## config.mk

```make
export PLATFORM = sky130hd
export DESIGN_NAME = playfield_scanner
export DESIGN_NICKNAME = d
export VERILOG_FILES = /design/src/rtl/playfield_pkg.sv /design/src/rtl/row_serializer.sv /design/src/rtl/playfield_scanner.sv
export SDC_FILE = /design/constraint.sdc
export NUM_CORES = 1
export LEC_CHECK = 0
export ABC_AREA = 1
export CAP_MARGIN = 20
export CORE_MARGIN = 2
export CORE_UTILIZATION = 54
export CTS_CLUSTER_DIAMETER = 80
export DETAILED_ROUTE_END_ITERATION = 6
export GPL_ROUTABILITY_DRIVEN = 0
export PLACE_DENSITY = 0.79
export SLEW_MARGIN = 30
export SYNTH_ARGS = -nofsm -noshare
export SYNTH_HDL_FRONTEND = slang
export SYNTH_HIERARCHICAL = 1
export SYNTH_SLANG_ARGS = --single-unit
```

## constraint.sdc

```tcl
create_clock -name clk -period 6.4 [get_ports clk]
set_input_delay 1.28 -clock clk [delete_from_list [all_inputs] [get_ports clk]]
set_output_delay 1.28 -clock clk [all_outputs]
set_load 0.005 [all_outputs]
```

## src/rtl/playfield_pkg.sv

```systemverilog
// Shared types and constants for the playfield RAM read-side scanner.
package playfield_pkg;

    localparam int unsigned PF_ROWS         = 20;
    localparam int unsigned PF_COLS         = 12;
    localparam int unsigned PF_READ_LATENCY = 2;
    localparam int unsigned ROW_AW          = 5;
    localparam int unsigned COL_W           = 4;

    typedef logic [ROW_AW-1:0]  row_addr_t;
    typedef logic [COL_W-1:0]   col_idx_t;
    typedef logic [PF_COLS-1:0] row_word_t;

    typedef enum logic [2:0] {
        ST_IDLE,
        ST_FETCH,
        ST_WAIT,
        ST_STREAM,
        ST_FINISH
    } scan_state_t;

    // Number of set bits in a 32-bit vector.
    function automatic logic [5:0] popcount32(input logic [31:0] v);
        logic [5:0] n;
        n = '0;
        for (int i = 0; i < 32; i++) begin
            n = 6'(n + 6'(v[i]));
        end
        return n;
    endfunction

endpackage

```

## src/rtl/row_serializer.sv

```systemverilog
// Turns one captured playfield row into a valid/ready stream of cells, column 0 first (MSB).
module row_serializer
    import playfield_pkg::*;
#(
    parameter int unsigned COLS = PF_COLS
) (
    input  logic            clk,
    input  logic            reset,
    input  logic            load_i,
    input  logic [COLS-1:0] row_word_i,
    input  row_addr_t       row_idx_i,
    input  logic            ready_i,
    output logic            valid_o,
    output col_idx_t        x_o,
    output row_addr_t       y_o,
    output logic            on_o,
    output logic            last_hs_c
);

    logic            valid_q, valid_d;
    col_idx_t        col_q, col_d;
    row_addr_t       row_q, row_d;
    logic [COLS-1:0] buf_q, buf_d;

    logic hs_c;
    assign hs_c      = valid_q && ready_i;
    assign last_hs_c = hs_c && (col_q == col_idx_t'(COLS - 1));

    // Stream register: load a row, then shift one cell out per handshake.
    always_ff @(posedge clk) begin
        if (reset) begin
            valid_q <= 1'b0;
            col_q   <= '0;
            row_q   <= '0;
            buf_q   <= '0;
        end else begin
            valid_q <= valid_d;
            col_q   <= col_d;
            row_q   <= row_d;
            buf_q   <= buf_d;
        end
    end

    // Next-state for the stream; outputs stay put while valid and not ready.
    always_comb begin
        valid_d = valid_q;
        col_d   = col_q;
        row_d   = row_q;
        buf_d   = buf_q;
        if (load_i) begin
            valid_d = 1'b1;
            col_d   = '0;
            row_d   = row_idx_i;
            buf_d   = row_word_i;
        end else if (hs_c) begin
            buf_d = buf_q << 1;
            if (last_hs_c) begin
                valid_d = 1'b0;
            end else begin
                col_d = col_idx_t'(col_q + 1'b1);
            end
        end
    end

    assign valid_o = valid_q;
    assign x_o     = col_q;
    assign y_o     = row_q;
    assign on_o    = buf_q[COLS-1];

endmodule

```

## src/rtl/playfield_scanner.sv

```systemverilog
// Frame scanner: reads every playfield row over port B, streams cells, publishes full rows.
module playfield_scanner
    import playfield_pkg::*;
#(
    parameter int unsigned ROWS         = PF_ROWS,
    parameter int unsigned COLS         = PF_COLS,
    parameter int unsigned READ_LATENCY = PF_READ_LATENCY
) (
    input  logic            clk,
    input  logic            reset,
    input  logic            start,
    output logic            busy,
    output logic            done,
    output logic [4:0]      address_b,
    output logic            rden_b,
    input  logic [COLS-1:0] q_b,
    output logic            cell_valid,
    input  logic            cell_ready,
    output logic [3:0]      cell_x,
    output logic [4:0]      cell_y,
    output logic            cell_on,
    output logic [ROWS-1:0] full_rows,
    output logic [4:0]      full_count
);

    localparam int unsigned LAT_W = (READ_LATENCY > 1) ? $clog2(READ_LATENCY) : 1;

    scan_state_t     state_q, state_d;
    row_addr_t       row_q, row_d;
    logic [LAT_W-1:0] lat_q, lat_d;
    logic [ROWS-1:0] shadow_q, shadow_d;
    logic [ROWS-1:0] full_rows_q, full_rows_d;
    logic [4:0]      full_count_q, full_count_d;
    logic            busy_q, busy_d;
    logic            done_q, done_d;
    logic            rden_q, rden_d;
    row_addr_t       addr_q, addr_d;

    logic            load_c;
    logic            last_hs_c;

    // State, counters, accumulator and registered outputs.
    always_ff @(posedge clk) begin
        if (reset) begin
            state_q      <= ST_IDLE;
            row_q        <= '0;
            lat_q        <= '0;
            shadow_q     <= '0;
            full_rows_q  <= '0;
            full_count_q <= '0;
            busy_q       <= 1'b0;
            done_q       <= 1'b0;
            rden_q       <= 1'b0;
            addr_q       <= '0;
        end else begin
            state_q      <= state_d;
            row_q        <= row_d;
            lat_q        <= lat_d;
            shadow_q     <= shadow_d;
            full_rows_q  <= full_rows_d;
            full_count_q <= full_count_d;
            busy_q       <= busy_d;
            done_q       <= done_d;
            rden_q       <= rden_d;
            addr_q       <= addr_d;
        end
    end

    // Next-state and next-output logic; outputs are decoded from the next state so they are registered.
    always_comb begin
        state_d      = state_q;
        row_d        = row_q;
        lat_d        = lat_q;
        shadow_d     = shadow_q;
        full_rows_d  = full_rows_q;
        full_count_d = full_count_q;
        load_c       = 1'b0;

        unique case (state_q)
            ST_IDLE: begin
                if (start) begin
                    state_d = ST_FETCH;
                    row_d   = '0;
                end
            end
            ST_FETCH: begin
                state_d = ST_WAIT;
                lat_d   = '0;
            end
            ST_WAIT: begin
                if (lat_q == LAT_W'(READ_LATENCY - 1)) begin
                    load_c  = 1'b1;
                    state_d = ST_STREAM;
                    if (&q_b) begin
                        shadow_d[row_q] = 1'b1;
                    end
                end else begin
                    lat_d = LAT_W'(lat_q + 1'b1);
                end
            end
            ST_STREAM: begin
                if (last_hs_c) begin
                    if (row_q == row_addr_t'(ROWS - 1)) begin
                        state_d = ST_FINISH;
                    end else begin
                        row_d   = row_addr_t'(row_q + 1'b1);
                        state_d = ST_FETCH;
                    end
                end
            end
            ST_FINISH: begin
                state_d = ST_IDLE;
            end
            default: begin
                state_d = ST_IDLE;
            end
        endcase

        busy_d = (state_d == ST_FETCH) || (state_d == ST_WAIT) || (state_d == ST_STREAM);
        done_d = (state_d == ST_FINISH);
        rden_d = (state_d == ST_FETCH);
        addr_d = (state_d == ST_FETCH) ? row_d : addr_q;

        if (state_d == ST_FINISH) begin
            full_rows_d  = shadow_d;
            full_count_d = 5'(popcount32(32'(shadow_d)));
            shadow_d     = '0;
        end
    end

    // Row-to-cell serialiser, loaded on the edge that captures q_b.
    row_serializer #(
        .COLS(COLS)
    ) u_row_serializer (
        .clk        (clk),
        .reset      (reset),
        .load_i     (load_c),
        .row_word_i (q_b),
        .row_idx_i  (row_q),
        .ready_i    (cell_ready),
        .valid_o    (cell_valid),
        .x_o        (cell_x),
        .y_o        (cell_y),
        .on_o       (cell_on),
        .last_hs_c  (last_hs_c)
    );

    assign busy       = busy_q;
    assign done       = done_q;
    assign rden_b     = rden_q;
    assign address_b  = addr_q;
    assign full_rows  = full_rows_q;
    assign full_count = full_count_q;

endmodule
```

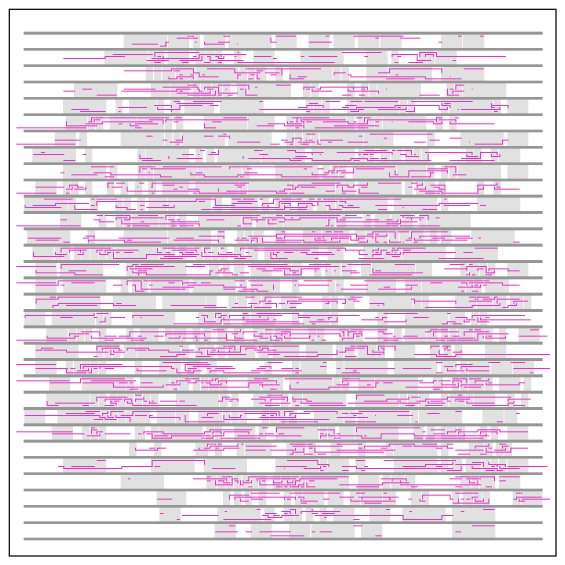
run_1/met1.png
(6 px per um) Supply wires on this layer in gray. Cells faint in the background.
The layer carries 4,240 um of wire. The wires run mostly horizontal. The longest straight run is 24.4 um.

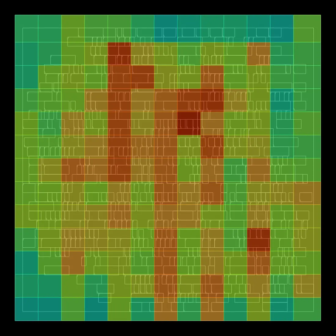
run_1/final_congestion.png
global-route total usage across every layer: 22.42%
global routing met2 resource utilization: 35.95%

==> impl_metrics.toml, run 1 <==
# flow metrics
[run_status]
status = "finished, final reports clean"

[yosys]
ys_types = 31
synth.cellmix.compoundShare_pct = 7.489
ys_seq_share_pct = 41.25
cell_total_in_the_yosys_stat_output = 551
synth.logic.top_family = "simple AND/OR/NAND/NOR gates"
postSynthAreaPerCell_um2 = 7.398
simple_gate_share_pct = 29.07

[timing]
clock.fmax_mhz = 164.4
setup_slack_ns = 0.3167
crit_path_time_final_ns = 6.083
fin_skew_ns = 0.01154
slew_headroom_pct = 62.43
setup-tns-final_ns = 0
final.hold.worst_slack_ns = 0.4551

[worst_setup_path]
worstReg2RegStart = "row_q[2]"
cp.arrival_ns = 6.39
critical_path.startpoint_type = "primary input"
critical_path.max_fanout = 6
critical_path_class = "primary input to flop"
critPathBufInv = 4
cp_slowest_cell = "fa_1"
r2r_end = "full_count[4]"
required_ns = 6.71
crit_path_end_kind = "flop"

[route]
antenna_violating_nets_remaining = 0
drt-vias-per-instance = 4.849
drt_pre_antenna_iters = 5
detailroute.via_count = 3457

[floorplan]
coreArea_um2 = 7292
fp_util_pct = 55.90
die_width_um = 90.89
fp.dieArea_um2 = 8260
fp.dieH_um = 90.89

[clocking]
max-clock-path-buffers = 2
cts_num_sinks = 84
ctsRootBufferMaster = "clkbuf_8"
cts_inserted_buffers = 9
clock_latency_ns = 0.37

[global_routing]
largest_net_degree_at_the_start_of_global_routing = 30
grt_overflow_total = 0

[power]
total_switching_power_mw = 0.2456
power.total_mw = 0.9482
power.combinational.fraction_pct = 6.4
largest_vdd_supply_drop_mv = 0.1569

[layout]
insertedDiodeCount = 0
area_delta_synth_final_pct = 19.83
layout.cells.non_filler = 713
nNetsFinal = 651
mostFrequentLayoutCell = "nand2_1"
most-common-layout-cells = "185 x nand2_1, 84 x dfxtp_1, 64 x inv_1"

[worst_hold_path]
min_delay_endpoint = "full_rows[5]"
startpoint_of_the_tightest_hold_check_path = "full_rows[5]"

[placed_design]
detailedPlacementHpwl_um = 6388
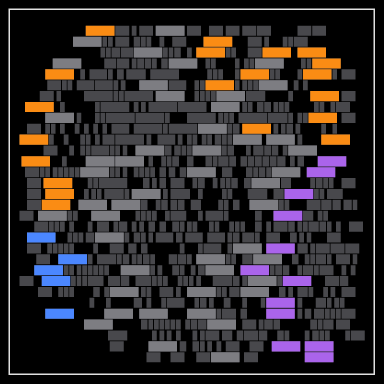
run_1/registers.png
(4 px per um)
Key: purple = u_row_serializer/buf_q [flops 12]; blue = address_b [flops 5]; orange = full_rows [flops 20]
Another 47 sequential cells are not colored.

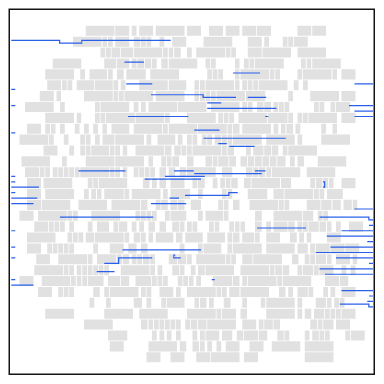
run_1/met3.png
(4 px per um) Cells faint in the background.
The longest straight run is 23.0 um. 56 nets have wire on it. The layer carries 477 um of wire.

[run 1: synthesized netlist by cell type, drive strengths merged]
cell type  count  share of area (%)
clkinv         2               0.21
and2           1               0.15
or2            1               0.15
buf           18                3.6
o21a          10                1.8
nor3           3               0.49
a21oi         34                4.2
nand2        192                 18
clkbuf         1              0.092
o21ai         12                1.5
xor2           1               0.21
fa            14                6.9
nor2          47                4.9
ha            12                3.7
nand3b         1               0.18
inv           82                7.6
nand3         31                4.1
dfxtp         84                 41
nand4          5               0.92
[run 1: sequential cells by signal, indices dropped and copies added, names as in the netlist]
register	flops
u_row_serializer/x_o	4
busy	1
full_rows	20
shadow_q	20
u_row_serializer/buf_q	12
address_b	5
rden_b	1
state_q	3
row_q	5
done	1
u_row_serializer/valid_o	1
u_row_serializer/y_o	5
full_count	5
lat_q	1
[run 1: area by class of cell]
cell class,instances,area (um2)
clock buffer,9,123.9
clock inverter,7,58.81
fill,641,2407
inverter,84,316.6
multi-input combinational,365,1944
sequential,84,1682
tap,99,123.9
timing repair buffer,65,635.6
[run 1: how the worst max path moves through the flow]
stage / startpoint / end / slack (ns)
5_1_grt: q_b[7] / full_count[4] / 0.03
3_5_place_dp: q_b[5] / full_count[4] / -0.14
3_3_place_gp: q_b[3] / full_count[4] / -0.003
4_1_cts: q_b[5] / full_count[4] / 0.21
2_1_floorplan: q_b[3] / full_count[4] / 0.72
6_report: q_b[7] / full_count[4] / 0.32
[run 1: what timing repair did]
item                       4_1_cts  5_1_grt
resized                          0        3
setup buffers                    0        3
setup endpoints to repair        0        2
[run 1: layer usage]
layer	vias up	part of all wire [%]	global-route usage (%)
met1	1562	48	30.69
met2	92	45	35.95
li1	1793	-	-
met4	0	1.2	6.818
met3	10	5.4	4.508
met5	-	0	0
==> run 2: changes to the inputs <==
--- a/config.mk
+++ b/config.mk
@@ -12,7 +12,7 @@
 export CTS_CLUSTER_DIAMETER = 80
 export DETAILED_ROUTE_END_ITERATION = 6
 export GPL_ROUTABILITY_DRIVEN = 0
-export PLACE_DENSITY = 0.79
+export PLACE_DENSITY_LB_ADDON = 0.1
 export SLEW_MARGIN = 30
 export SYNTH_ARGS = -nofsm -noshare
 export SYNTH_HDL_FRONTEND = slang
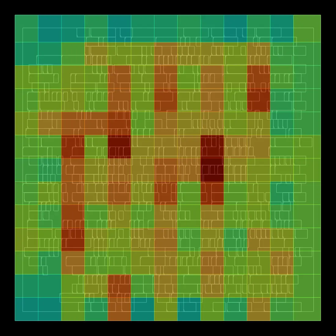
run_2/final_congestion.png
global-route met3 utilization: 3.923%
most crowded layer after global routing: met2
Util after Layout: 67.47%
global routing met2 resource utilization: 35.39%

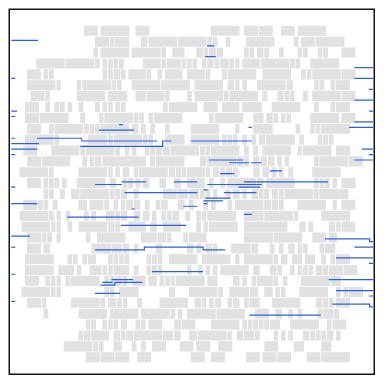
run_2/met3.png
(4 px per um) Cells faint in the background.
60 nets have wire on it. The layer holds 5.2% of the routed length.

==> run 2 against run 1 <==
Critical path depth up 1. Clock skew down 0.0012 ns. Core utilization up 0.48 points. Hold slack worse by 0.0031 ns. Clock-buffer cell count up 2. Non-clock buffer count down 1. Clock power up 19%. Combinational power about the same. Final area up 0.72%. Synthesized cell count unchanged. Sequential power about the same. Critical path type unchanged.
==> impl_metrics.toml, run 2 <==
# flow metrics
[run_status]
status = "finished, final reports clean"

[yosys]
ys_seq_share_pct = 41.25
edf_count = 0
synth_largest_type_area_fraction_pct = 41.25
simple_gate_share_pct = 29.07
topCellsByArea = "dfxtp_1 41%, nand2_1 17%, fa_1 6.9%, inv_1 5.9%, a21oi_1 4.2%"
postSynthAreaPerCell_um2 = 7.398

[layout]
area.combinational_um2 = 1932
dominant_cells = "combinational gates"
signal_buffers = 64
insertedDiodeCount = 0
signal_buffer_area_fraction_pct = 13.02
seq-cell-share_pct = 34.18
nNonClkInverters = 84
nNetsFinal = 649
mostFrequentLayoutCell = "nand2_1"
layout.sequential_cells = 84
num-multi-input-gates = 364

[worst_setup_path]
cp-startpoint = "q_b[7]"
cp.arrival_ns = 6.44
critPathBufInv = 5
critPathCapture = "full_count[4]"
required_ns = 6.70

[worst_hold_path]
min_delay_endpoint = "full_rows[5]"
startpoint_of_the_tightest_hold_check_path = "full_rows[5]"

[timing]
setup-tns-final_ns = 0
slew_headroom_pct = 62.65
crit_path_time_final_ns = 6.139
fin_skew_ns = 0.01039
clock.fmax_mhz = 162.9

[route]
antenna_violating_nets_remaining = 0
detailroute.via_count = 3462
drt_pre_antenna_iters = 5

[global_routing]
largest_net_degree_at_the_start_of_global_routing = 30
global_route.usage.total_pct = 22.10

[clocking]
clock_latency_ns = 0.35

[floorplan]
fp.dieH_um = 90.89
fp.dieArea_um2 = 8260

[placed_design]
detailedPlacementHpwl_um = 6384

[power]
largest_vdd_supply_drop_mv = 0.1584
==> run 2: cell counts after synthesis <==
Identical to the previous run, type by type.
==> run 2: metal layers <==
| metal | part of all wire [%] | global-route usage, % | vias to the layer above |
|---|---|---|---|
| li1 | - | - | 1790 |
| met1 | 48 | 30.60 | 1560 |
| met2 | 46 | 35.39 | 101 |
| met3 | 5.2 | 3.923 | 11 |
| met4 | 0.96 | 6.818 | 0 |
| met5 | 0 | 0 | - |
==> run 2: timing repair <==
item                       CTS  global route
setup endpoints to repair    0             1
gates resized                0             1
buffers inserted             0             1
hold buffers                 0             0
==> run 2: per-stage QoR <==
| step | setup WS (ns) | power (mW) | instances | utilization, % |
|---|---|---|---|---|
| after floorplan | 0.7244 | 0.5809 | 551 | - |
| after global placement | 0.03994 | 0.6052 | 694 | 64.07 |
| after detailed placement | -0.08531 | 0.6065 | 694 | 64.07 |
| after CTS | 0.2811 | 1.022 | 710 | 67.16 |
| after global routing | -0.03709 | 1.055 | 711 | 67.47 |
| final | 0.2608 | 1.014 | 711 | 67.47 |
==> run 2: worst reg2reg max path, cell delays in order, from the launching register on <==
cell and delay (ns):
dfxtp_1 0.55, inv_1 0.14, nor3_1 0.44, nand3_1 0.14, nand2_1 0.13, inv_2 0.05
fa_1 0.49, fa_1 0.43, fa_1 0.49, inv_1 0.05, fa_1 0.50, fa_1 0.55
ha_1 0.17, inv_1 0.05, fa_1 0.37, or2_2 0.31, a21oi_1 0.13, o21ai_1 0.08
nand2_1 0.07
==> run 2: power breakdown <==
group	switching (mW)	internal, mW	leakage, nW
Clock	0.188	0.232	0.106
Sequential	0.00482	0.529	0.678
Combinational	0.0340	0.0266	1.39
==> run 3: changes to the inputs <==
--- a/config.mk
+++ b/config.mk
@@ -13,7 +13,7 @@
 export DETAILED_ROUTE_END_ITERATION = 6
 export GPL_ROUTABILITY_DRIVEN = 0
 export PLACE_DENSITY_LB_ADDON = 0.1
-export SLEW_MARGIN = 30
+export SLEW_MARGIN = 20
 export SYNTH_ARGS = -nofsm -noshare
 export SYNTH_HDL_FRONTEND = slang
 export SYNTH_HIERARCHICAL = 1
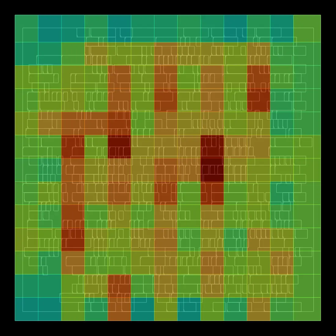
run_3/final_congestion.png
DR WL/cell: 12.17 um
global-route total usage across every layer: 22.10%

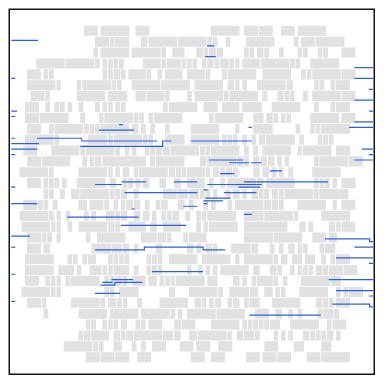
run_3/met3.png
(4 px per um) Cells faint in the background.
The longest straight run is 20.7 um. The layer holds 5.2% of the routed length. The wires run mostly horizontal.

==> run 3 against run 2 <==
Sequential share of layout area did not move. Global-route usage did not move. Wire length is the same. Via count stayed put. Clock power barely moved. Critical path depth is the same. Largest cell class unchanged. Largest power group unchanged. Highest routed layer unchanged.
==> impl_metrics.toml, run 3 <==
# flow metrics
[floorplan]
fp.dieArea_um2 = 8260
fp.dieH_um = 90.89
fp_util_pct = 55.90

[yosys]
simple_gate_share_pct = 29.07
post_synth_inst_count = 551
synth.cells.most_frequent = "186 x nand2_1, 84 x dfxtp_1, 64 x inv_1, 43 x nor2_1, 34 x a21oi_1"
postSynthAreaPerCell_um2 = 7.398
cell_total_in_the_yosys_stat_output = 551
ys_seq_share_pct = 41.25
synth.cellmix.compoundShare_pct = 7.489
synth_largest_type_area_fraction_pct = 41.25
topCellsByArea = "dfxtp_1 41%, nand2_1 17%, fa_1 6.9%, inv_1 5.9%, a21oi_1 4.2%"
ys_async_sr_fraction_pct = 0
edf_count = 0
synth.logic.top_family = "simple AND/OR/NAND/NOR gates"

[timing]
setup_slack_ns = 0.2608
fin_skew_ns = 0.01039
setup-tns-final_ns = 0
period_used_pct = 95.92
slew_headroom_pct = 62.65
final.hold.worst_slack_ns = 0.4520
crit_path_time_final_ns = 6.139
clock.fmax_mhz = 162.9
slew_of_the_pin_with_the_lowest_slew_margin_ns = 0.5582

[worst_setup_path]
critical_path_class = "primary input to flop"
critical_path.startpoint_type = "primary input"
required_ns = 6.70
path_cells = "clkdlybuf4s50_1, nand2_1, nor2_2, nand2_2, nor2_4, buf_12, nand3_1, nand2_1, inv_2, fa_1, fa_1, fa_1, inv_1, fa_1, fa_1, ha_1, inv_1, fa_1, or2_2, a21oi_1, o21ai_1, nand2_1"
critPathMaxStageDelay_ns = 0.55
cp.arrival_ns = 6.44
crit_path_end_kind = "flop"

[placed_design]
placement.setup.worst_slack_ns = -0.08531
detailedPlacementHpwl_um = 6384
postPlaceCellArea_um2 = 4672
place_inst = 694

[layout]
insertedDiodeCount = 0
nNetsFinal = 649
layout.cells.non_filler = 711
n_fill_cell = 673
final_core_utilization_pct = 67.47
mostFrequentLayoutCell = "nand2_1"

[global_routing]
grt_pass1_vias = 3311
largest_net_degree_at_the_start_of_global_routing = 30
grt_overflow_total = 0

[route]
drt_pre_antenna_iters = 5
antenna_violating_nets_remaining = 0
detailroute.via_count = 3462
remaining_design_rule_violation_count = 0

[clocking]
cts-hold-fix-buffers = 0
ctsRootBufferMaster = "clkbuf_8"
clock_latency_ns = 0.35

[run_status]
status = "finished, final reports clean"

[power]
largest_vdd_supply_drop_mv = 0.1584
power.total_mw = 1.014
## run 3: cell counts after synthesis
No cell type changed its count.
## run 3: path summary, 6_finish.rpt
path / startpoint / to / depth (start not counted)
max: q_b[7] / full_count[4] / 22
min: full_rows[5] / full_rows[5] / 2
max reg2reg: row_q[2] / full_count[4] / 18
min reg2reg: full_rows[5] / full_rows[5] / 2
## run 3: cell families (layout without fill, tap and decap cells)
kind of cell / after synthesis / count (layout)
buffers and inverters: 103 / 164
DFF: 84 / 84
AOI/OAI and AO/OA: 56 / 56
xor gates and xnor gates: 1 / 1
and+or+nand+nor: 281 / 281
adders and majority gates: 26 / 26
## run 3: power breakdown
group	internal [mW]	switching (mW)	total [mW]	leakage, nW
sequential	0.529	0.00482	0.534	0.678
combinational	0.0266	0.0340	0.0606	1.39
clock	0.232	0.188	0.420	0.106
## run 3: cell type report
cell class,instances,area [um2],share of cell area [%]
clock buffers,11,141.4,2.874
multi-input cells,364,1932,39.27
well taps,99,123.9,2.518
flip-flops and latches,84,1682,34.18
repair buffers,64,640.6,13.02
clock inverters,5,83.83,1.704
inverters,84,316.6,6.434
## run 3: repair_timing
item                       CTS  global route
setup buffers                0             1
gates resized                0             1
setup endpoints to repair    0             1
## run 3: layer usage
layer	global-route usage (%)	share of wire (%)
met5	0	0
met3	3.923	5.2
met4	6.818	0.96
met2	35.39	46
met1	30.60	48
## run 3: worst max-delay path, delay by kind of cell
family | cells | cell delay [ns]
AND-OR/OR-AND | 2 | 0.21
adder cells (fa/ha/maj) | 7 | 3.06
buffers and inverters | 5 | 0.79
AND/OR/NAND/NOR | 8 | 1.09
No activity file was given, so power comes from the tool's default toggle rates.
